[src/rtl/icache_pkg.sv]
// Shared types and geometry helpers for the instruction-fetch cache responder.
package icache_pkg;

  typedef enum logic [1:0] {
    IDLE  = 2'd0,
    MISS  = 2'd1,
    DRAIN = 2'd2
  } state_t;

  localparam logic [31:0] NOP = 32'h0000_0013;

  function automatic int idx_w(input int num_lines);
    return $clog2(num_lines);
  endfunction

  function automatic int tag_w(input int addr_w, input int num_lines);
    return addr_w - 2 - $clog2(num_lines);
  endfunction

endpackage

[src/rtl/icache_line_array.sv]
// Direct-mapped one-word line store: combinational lookup, single write port,
// and a clear-all that invalidates every line.
module icache_line_array
  import icache_pkg::*;
#(
  parameter int NUM_LINES = 16,
  parameter int ADDR_W    = 32,
  localparam int IDX      = idx_w(NUM_LINES),
  localparam int TW       = tag_w(ADDR_W, NUM_LINES)
) (
  input  logic           clk,
  input  logic           reset,
  input  logic           clear_all,
  input  logic [IDX-1:0] rd_idx,
  input  logic [TW-1:0]  rd_tag,
  output logic           rd_hit,
  output logic [31:0]    rd_data,
  input  logic           wr_en,
  input  logic [IDX-1:0] wr_idx,
  input  logic [TW-1:0]  wr_tag,
  input  logic [31:0]    wr_data
);

  logic [31:0]          data_mem [NUM_LINES];
  logic [TW-1:0]        tag_mem  [NUM_LINES];
  logic [NUM_LINES-1:0] valid;

  // A clear in the same cycle as a fill wins: the filled line stays invalid.
  always_ff @(posedge clk) begin
    if (reset || clear_all) begin
      valid <= '0;
    end else if (wr_en) begin
      valid[wr_idx] <= 1'b1;
    end
  end

  always_ff @(posedge clk) begin
    if (wr_en) begin
      data_mem[wr_idx] <= wr_data;
      tag_mem[wr_idx]  <= wr_tag;
    end
  end

  assign rd_hit  = valid[rd_idx] && (tag_mem[rd_idx] == rd_tag);
  assign rd_data = data_mem[rd_idx];

endmodule

[src/rtl/icache_fetch_responder.sv]
// Instruction-fetch responder: serves hits from the line array and fetches
// misses over the memory req/ack bus, with kill (edge) and flush (level).
module icache_fetch_responder
  import icache_pkg::*;
#(
  parameter int NUM_LINES = 16,
  parameter int ADDR_W    = 32
) (
  input  logic              clk,
  input  logic              reset,
  input  logic              if_req_i,
  input  logic              if_kill_i,
  input  logic              if_flush_i,
  input  logic [ADDR_W-1:0] if_addr_i,
  output logic              if_valid_o,
  output logic [31:0]       if_inst_o,
  output logic              mem_req_o,
  output logic [ADDR_W-1:0] mem_addr_o,
  input  logic              mem_ack_i,
  input  logic [31:0]       mem_rdata_i
);

  localparam int IDX = idx_w(NUM_LINES);
  localparam int TW  = tag_w(ADDR_W, NUM_LINES);

  state_t      state;
  logic        kill_q;
  logic        valid_q;
  logic        nofill_q;
  logic        kill_rise;
  logic        accept;
  logic        hit;
  logic        fill_en;
  logic [31:0] hit_data;
  logic        unused_addr_lsb;

  assign kill_rise       = if_kill_i & ~kill_q;
  assign if_valid_o      = valid_q & ~kill_rise;
  assign accept          = (state == IDLE) & if_req_i & ~if_valid_o & ~if_flush_i;
  assign fill_en         = (state == MISS) & mem_ack_i & ~kill_rise & ~nofill_q;
  assign unused_addr_lsb = ^if_addr_i[1:0];

  icache_line_array #(
    .NUM_LINES (NUM_LINES),
    .ADDR_W    (ADDR_W)
  ) u_lines (
    .clk       (clk),
    .reset     (reset),
    .clear_all (if_flush_i),
    .rd_idx    (if_addr_i[2+IDX-1:2]),
    .rd_tag    (if_addr_i[ADDR_W-1:2+IDX]),
    .rd_hit    (hit),
    .rd_data   (hit_data),
    .wr_en     (fill_en),
    .wr_idx    (mem_addr_o[2+IDX-1:2]),
    .wr_tag    (mem_addr_o[ADDR_W-1:2+IDX]),
    .wr_data   (mem_rdata_i)
  );

  always_ff @(posedge clk) begin
    if (reset) begin
      state      <= IDLE;
      kill_q     <= 1'b0;
      valid_q    <= 1'b0;
      nofill_q   <= 1'b0;
      if_inst_o  <= '0;
      mem_req_o  <= 1'b0;
      mem_addr_o <= '0;
    end else begin
      kill_q  <= if_kill_i;
      valid_q <= 1'b0;
      case (state)
        IDLE: begin
          if (accept) begin
            if (hit) begin
              valid_q   <= 1'b1;
              if_inst_o <= hit_data;
            end else begin
              state      <= MISS;
              mem_req_o  <= 1'b1;
              mem_addr_o <= {if_addr_i[ADDR_W-1:2], 2'b00};
            end
          end
        end
        MISS: begin
          // A flush mid-miss still answers the requester but must not refill.
          if (if_flush_i) nofill_q <= 1'b1;
          if (mem_ack_i) begin
            mem_req_o <= 1'b0;
            state     <= IDLE;
            nofill_q  <= 1'b0;
            if (!kill_rise) begin
              valid_q   <= 1'b1;
              if_inst_o <= mem_rdata_i;
            end
          end else if (kill_rise) begin
            state <= DRAIN;
          end
        end
        DRAIN: begin
          // The bus transaction cannot be aborted; swallow its ack.
          if (mem_ack_i) begin
            mem_req_o <= 1'b0;
            state     <= IDLE;
            nofill_q  <= 1'b0;
          end
        end
        default: state <= IDLE;
      endcase
    end
  end

endmodule

[config.mk]
export PLATFORM = sky130hd
export DESIGN_NAME = icache_fetch_responder
export DESIGN_NICKNAME = d
export VERILOG_FILES = /design/src/rtl/icache_pkg.sv /design/src/rtl/icache_line_array.sv /design/src/rtl/icache_fetch_responder.sv
export SDC_FILE = /design/constraint.sdc
export NUM_CORES = 1
export LEC_CHECK = 0
export CORE_ASPECT_RATIO = 1.5
export CORE_MARGIN = 1.5
export CORE_UTILIZATION = 50
export DETAILED_ROUTE_END_ITERATION = 8
export PLACE_DENSITY_LB_ADDON = 0.15
export SYNTH_ARGS = -nofsm -noshare
export SYNTH_HDL_FRONTEND = slang
export SYNTH_HIERARCHICAL = 1
export SYNTH_SLANG_ARGS = --single-unit
[constraint.sdc]
create_clock -name clk -period 12.2 [get_ports clk]
set_input_delay 2.44 -clock clk [delete_from_list [all_inputs] [get_ports clk]]
set_output_delay 2.44 -clock clk [all_outputs]
set_load 0.005 [all_outputs]
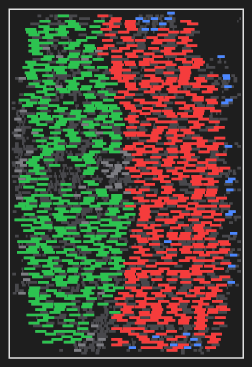
Fig. 1. Register map, names as in the netlist (run 1).
Drawn at 1 px/µm. Other sequential cells in the stronger grey, the rest of the logic in the fainter grey.
Key: green = u_lines/tag_mem [flops 416]; blue = if_inst_o [flops 32]; red = u_lines/data_mem [flops 512]
register area: 0.0295 mm²
P_seq: 3.83 mW
Seq area share: 0.654
post-layout util: 0.576

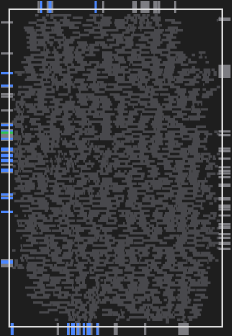
Fig. 2. Pin map (run 1).
Pins as bars across the die edge, other pins in grey.
Key: blue = if_addr_i [pins 32, direction input, edge 18 left, 10 bottom, 4 top]; green = mem_req_o [pins 1, direction output, edge left]
All pins by edge: 40 left, 37 right, 34 bottom, 25 top.
Die W: 232 µm
IO buf count: 131

==> results.cfg, run 1 <==
; generated from flow reports
[clocking]
insertion_delay_ns = 0.67
numCtsBuffers = 92
ctsResizeCount = 0
cts_root_buf = clkbuf_16
clkTransAtPathRegs_ns = 0.06
ctsHtreeMaxLevel = 3

[placement]
globalplace.congestion = 0.801
dp_hpwl_mm = 48.5

[final_timing]
fin_skew_ns = 0.0191
post-route-period-util = 0.557
setup_tns_ns = 0
setup_viol = 0
rsz0062_at_grt = no
finalMaxSlewViolations = 0
period_needed_ns = 6.80

[critical_path]
path_depth = 15
crit_fanout = 99
cp_data_arrival_time_ns = 7.35
crit_chain = buf_8 -> buf_12 -> buf_4 -> mux4_2 -> nand2_1 -> and3_1 -> a2111oi_2 -> o2111ai_1 -> nor4_1 -> o2111a_1 -> inv_1 -> a211oi_2 -> o2bb2ai_4 -> buf_4 -> mux2_1
crit_buf_inv = 5
cp_data_required_time_ns = 12.75

[yosys]
synth.distinct_cells = 64
synth_flops = 1012
yosys_area_mm2 = 0.0395
yosysWarnings = 6
synth-edff-count = 928

[pwr]
p_int_mw = 5.76
top_power_group = sequential cells
power_mw = 7.25
pwr.group.combinational_mw = 0.389
clkPwrFrac = 0.418

[layout]
final_nets = 2106
design_area_mm2 = 0.0452
drive_above_1_share = 0.251
logic_gates = 746
inverters = 11
layout_top_cell = edfxtp_1
seq_cell_count = 1012
largest_cell_class = registers

[run_status]
status = complete, no violations

[global_routing]
grt.overflow.total = 0
grt_pass1_vias = 19900
antenna_found_initial = 1

[hold_path]
hp-class = reg -> reg

[die]
die-area_mm2 = 0.0807

[job]
warning_count = 31

[detailed_routing]
drtPass1Iterations = 5
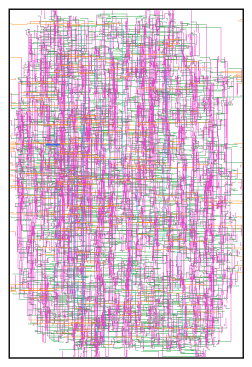
Fig. 3. Routed metal, one colour a layer (run 1).
Drawn at 1 px/µm.
Key: cyan = met4 [wire length 1970 µm]; orange = met3 [wire length 4730 µm]; magenta = met2 [wire length 49.4 mm]; blue = met5 [wire length 12.9 µm]; green = met1 [wire length 35.7 mm]
final wirelength: 91.9 mm
vias: 19.0k

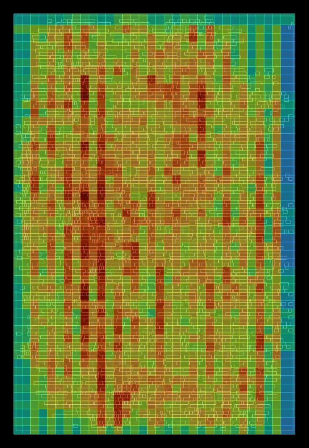
Fig. 4. Congestion heat map (run 1).
met2 global-route usage: 0.415
GR Util All Layers: 0.234
Most Crowded Layer GR: met2

run 1: cells in the mapped netlist, types with 3 or more instances:
master	instances
nand2_1	73
dfxtp_1	84
nor2_1	58
mux2_2	37
clkbuf_1	30
nand2b_1	10
o21ai_0	12
a211oi_2	3
o22ai_1	3
edfxtp_1	928
nor3_1	8
mux2i_1	74
or3_1	3
nand3_1	7
a22oi_1	3
mux4_2	268
inv_1	10
xor2_1	21
ha_1	3
a21oi_1	42
buf_2	36
o21a_1	16
a2bb2oi_1	3
and3_1	3
nor2b_1	35
a221oi_1	4
a32oi_1	3
buf_1	7
xnor2_1	16
buf_4	14
nor4_1	3
buf_6	10
run 1: routing by layer:
layer | part of all wire | GRT usage | vias up | wire length, µm
met3 | 0.052 | 0.0295 | 108 | 4730
met1 | 0.39 | 0.301 | 10300 | 35700
met2 | 0.54 | 0.415 | 575 | 49400
met5 | 0.00013 | 0 | - | 12
li1 | - | - | 8019 | -
met4 | 0.021 | 0.0705 | 2 | 1970
run 1: kinds of logic after synthesis:
family / count (synthesis) / share of synthesized area
AOI/OAI and AO/OA: 108 / 0.0187
xor gates and xnor gates: 37 / 0.00821
adders and majority gates: 3 / 0.000951
and+or+nand+nor: 216 / 0.0261
other: 1 / 0.0000950
buffers and inverters: 109 / 0.0151
muxes: 380 / 0.182
DFF: 1012 / 0.748
run 1: final timing paths:
kind / from / end / slack (ns)
setup reg to reg: kill_q / u_lines/data_mem[3][19] / 8.03
hold / removal: u_lines/valid[13] / u_lines/valid[13] / 0.47
hold reg to reg: u_lines/valid[13] / u_lines/valid[13] / 0.47
setup / recovery: if_addr_i[2] / if_inst_o[2] / 5.40
## Run 2: what changed since run 1
Clock period 12.2 ns to 6.65 ns, I/O delays scaled along.
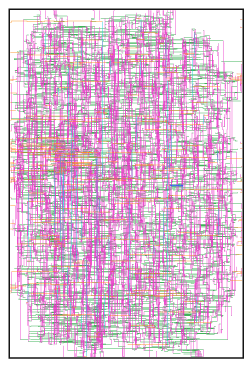
Fig. 5. Routed metal, one colour a layer (run 2).
Drawn at 1 px/µm.
Key: blue = met5 [wire length 12.0 µm]; orange = met3 [wire length 4090 µm]; cyan = met4 [wire length 2220 µm]; magenta = met2 [wire length 49.6 mm]; green = met1 [wire length 37.2 mm]
GR Util All Layers: 0.237
final wirelength: 93.1 mm
drt wl/cell: 29.5 µm

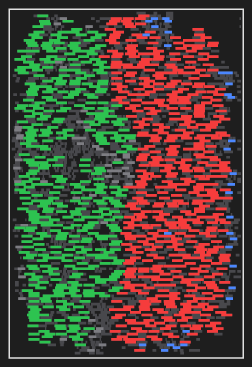
Fig. 6. Register map, names as in the netlist (run 2).
Drawn at 1 px/µm. Other sequential cells in the stronger grey, the rest of the logic in the fainter grey.
Key: red = u_lines/data_mem [flops 512]; green = u_lines/tag_mem [flops 416]; blue = if_inst_o [flops 32]
Another 52 sequential cells are not coloured.
post-layout util: 0.579
Seq area share: 0.650

==> results.cfg, run 2 <==
; generated from flow reports
[layout]
logic_gates = 746
drive_above_1_share = 0.254
inverters = 11
final_nets = 2125
layout_top_cell = edfxtp_1

[final_timing]
period_needed_ns = 5.05
post-route-period-util = 0.759

[placement]
dp_hpwl_mm = 50.2
globalplace.congestion = 0.815
port-buffer-count = 131

[clocking]
clkTransAtPathRegs_ns = 0.06
numCtsBuffers = 92
ctsHtreeMaxLevel = 3

[global_routing]
grt.overflow.total = 0

[job]
warning_count = 31

[yosys]
synth_flops = 1012
yosys_area_mm2 = 0.0395
synth.most_common_cell = edfxtp_1
common_cells = edfxtp_1 (928), mux4_2 (268), dfxtp_1 (84)
synth-edff-count = 928
yosysWarnings = 6

[critical_path]
crit_chain = buf_8 -> buf_4 -> mux4_2 -> xnor2_1 -> a21oi_1 -> a211oi_2 -> o2111ai_1 -> nor4_1 -> o2111a_1 -> inv_1 -> a211oi_2 -> o2bb2ai_4 -> buf_4 -> mux2_2
crit_buf_inv = 4
cp_data_required_time_ns = 7.19

[run_status]
status = complete, no violations

[die]
die-area_mm2 = 0.0807
die-width_um = 232

[pwr]
power_mw = 13.2

[detailed_routing]
num_vias = 19000
drtPass1Iterations = 5
==> run 2: power by group through the flow <==
stage,registers [mW],clock network (mW),logic (mW)
global route,7.03,5.82,0.780
global placement,7.16,0,0.729
CTS,7.03,5.59,0.742
finish,7.03,5.49,0.726
floorplan,7.15,0,0.436
detailed placement,7.17,0,0.739
==> run 2: worst paths after layout <==
path                           end  slack [ns]  depth (start not counted)
hold / removal    u_lines/valid[9]        0.46                          1
setup reg to reg     if_inst_o[27]        2.54                         12
hold reg to reg   u_lines/valid[9]        0.46                          1
setup / recovery     if_inst_o[27]        1.60                         14
==> run 2: per-stage QoR <==
| stage | hold slack, ns | std cells | instance area [µm²] | setup WS, ns |
|---|---|---|---|---|
| final | 0.464 | 3154 | 45500 | 1.60 |
| after CTS | 0.467 | 3154 | 45500 | 1.61 |
| after global routing | 0.492 | 3154 | 45500 | 1.38 |
| after floorplan | 0.435 | 1867 | 39500 | 0.105 |
| after detailed placement | 0.453 | 2982 | 42300 | 0.923 |
| after global placement | 0.441 | 2982 | 42300 | 0.950 |
==> run 2: cell families (layout without fill, tap and decap cells) <==
| group | after synthesis | count (layout) | synth area share |
|---|---|---|---|
| other cells | 1 | 2 | 0.0000950 |
| simple gates | 216 | 216 | 0.0261 |
| compound gates | 108 | 108 | 0.0187 |
| fa+ha+maj | 3 | 3 | 0.000951 |
| xor+xnor | 37 | 37 | 0.00821 |
| flops | 1012 | 1012 | 0.748 |
| mux | 380 | 380 | 0.182 |
| buf+inv | 109 | 372 | 0.0151 |
==> run 2: metal layers <==
layer  track usage  part of all wire  up-vias
li1              -                 -     8057
met1         0.308              0.40    10300
met3        0.0270             0.044      124
met4        0.0704             0.024        2
met5             0           0.00012        -
met2         0.417              0.53      547
## Run 3: what changed since run 2
Clock period 6.65 ns to 5.3 ns, I/O delays scaled along.
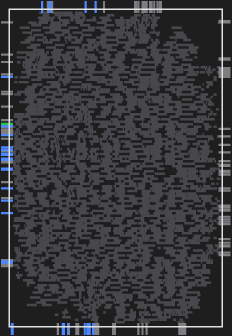
Fig. 7. Pin map (run 3).
Pins as bars across the die edge, other pins in grey.
Key: blue = if_addr_i [pins 32, direction input, edge 17 left, 10 bottom, 5 top]; green = mem_req_o [pins 1, direction output, edge left]
All pins by edge: 41 left, 38 right, 33 bottom, 24 top.
Die Span Y: 347 µm

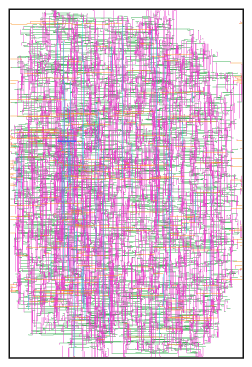
Fig. 8. Routed metal, one colour a layer (run 3).
Drawn at 1 px/µm.
Key: orange = met3 [wire length 3820 µm]; blue = met5 [wire length 17.5 µm]; cyan = met4 [wire length 2940 µm]; green = met1 [wire length 35.2 mm]; magenta = met2 [wire length 50.3 mm]
GR Util All Layers: 0.235
vias: 19.1k
drt wl/cell: 29.0 µm
final wirelength: 92.3 mm

==> results.cfg, run 3 <==
; generated from flow reports
[run_status]
status = complete, no violations

[final_timing]
setup_tns_ns = 0
rsz0062_at_grt = no
finalMaxSlewViolations = 0
setup_ws_ns = 0.928
post-route-period-util = 0.825
period_needed_ns = 4.37

[placement]
dp_hpwl_mm = 50.9
postPlaceCellArea_mm2 = 0.0426
globalplace.congestion = 0.819

[yosys]
yosysWarnings = 6
synth.most_common_cell = edfxtp_1

[critical_path]
r2r-start = u_lines/tag_mem[4][1]
crit_fanout = 43
r2r_slack_ns = 1.66
reg2reg_to = if_inst_o[2]
cp_data_arrival_time_ns = 4.90
reg2regPathDepth = 11
crit_end = if_inst_o[2]

[layout]
final_nets = 2150
layout_top_cell = edfxtp_1

[hold_path]
hold_depth = 1
hp-start = u_lines/valid[3]
hp-class = reg -> reg
min_to = u_lines/valid[3]

[global_routing]
grt.overflow.total = 0

[job]
warning_count = 31

[clocking]
numCtsBuffers = 92
ctsResizeCount = 0
ctsHtreeMaxLevel = 3
-- run 3: layout make-up --
type                    instances  area [µm²]
well taps                    1024        1280
fillers                      5842       32900
flip-flops and latches       1012       29500
inverters                      11        42.5
repair buffers                214        2230
clock buffers                 122        2560
clock inverters                49         483
multi-input cells             746        9500
-- run 3: cell families (layout without fill, tap and decap cells) --
kind of cell             count (synthesis)  in the layout  share of synthesized area
adder cells (fa/ha/maj)                  3              3                   0.000951
buffers and inverters                  109            396                     0.0151
AND-OR/OR-AND                          108            108                     0.0187
flip-flops                            1012           1012                      0.748
AND/OR/NAND/NOR                        216            216                     0.0261
XOR/XNOR                                37             37                    0.00821
other                                    1              2                  0.0000950
multiplexers                           380            380                      0.182
-- run 3: routing by layer --
layer	vias up	wire [µm]	global-route usage
li1	8102	-	-
met1	10300	35200	0.291
met2	538	50300	0.421
met3	131	3820	0.0296
met4	2	2940	0.0861
met5	-	17	0
-- run 3: report_power, final --
| part | switching [mW] | internal, mW |
|---|---|---|
| clock network | 2.84 | 3.84 |
| logic | 0.481 | 0.435 |
| registers | 0.0665 | 8.76 |
| total | 3.39 | 13.0 |
-- run 3: through the flow --
stage          std cells  hold WS [ns]  power [mW]
2_1_floorplan       1867         0.435        9.52
3_3_place_gp        3007         0.440        9.90
3_5_place_dp        3007         0.450        9.93
4_1_cts             3178         0.466        16.6
5_1_grt             3178         0.476        16.9
6_report            3178         0.466        16.4
-- run 3: critical path, cell delays in order --
cell,delay [ns]
buf_8,0.33
buf_4,0.35
mux4_2,0.52
mux2i_1,0.16
mux2i_1,0.11
xnor2_1,0.33
nand4_1,0.21
nor4_1,0.37
o2111a_1,0.34
inv_1,0.09
a211oi_2,0.26
o2bb2ai_4,0.12
buf_12,0.20
mux2_1,0.34
No activity file was given, so power comes from the tool's default toggle rates.
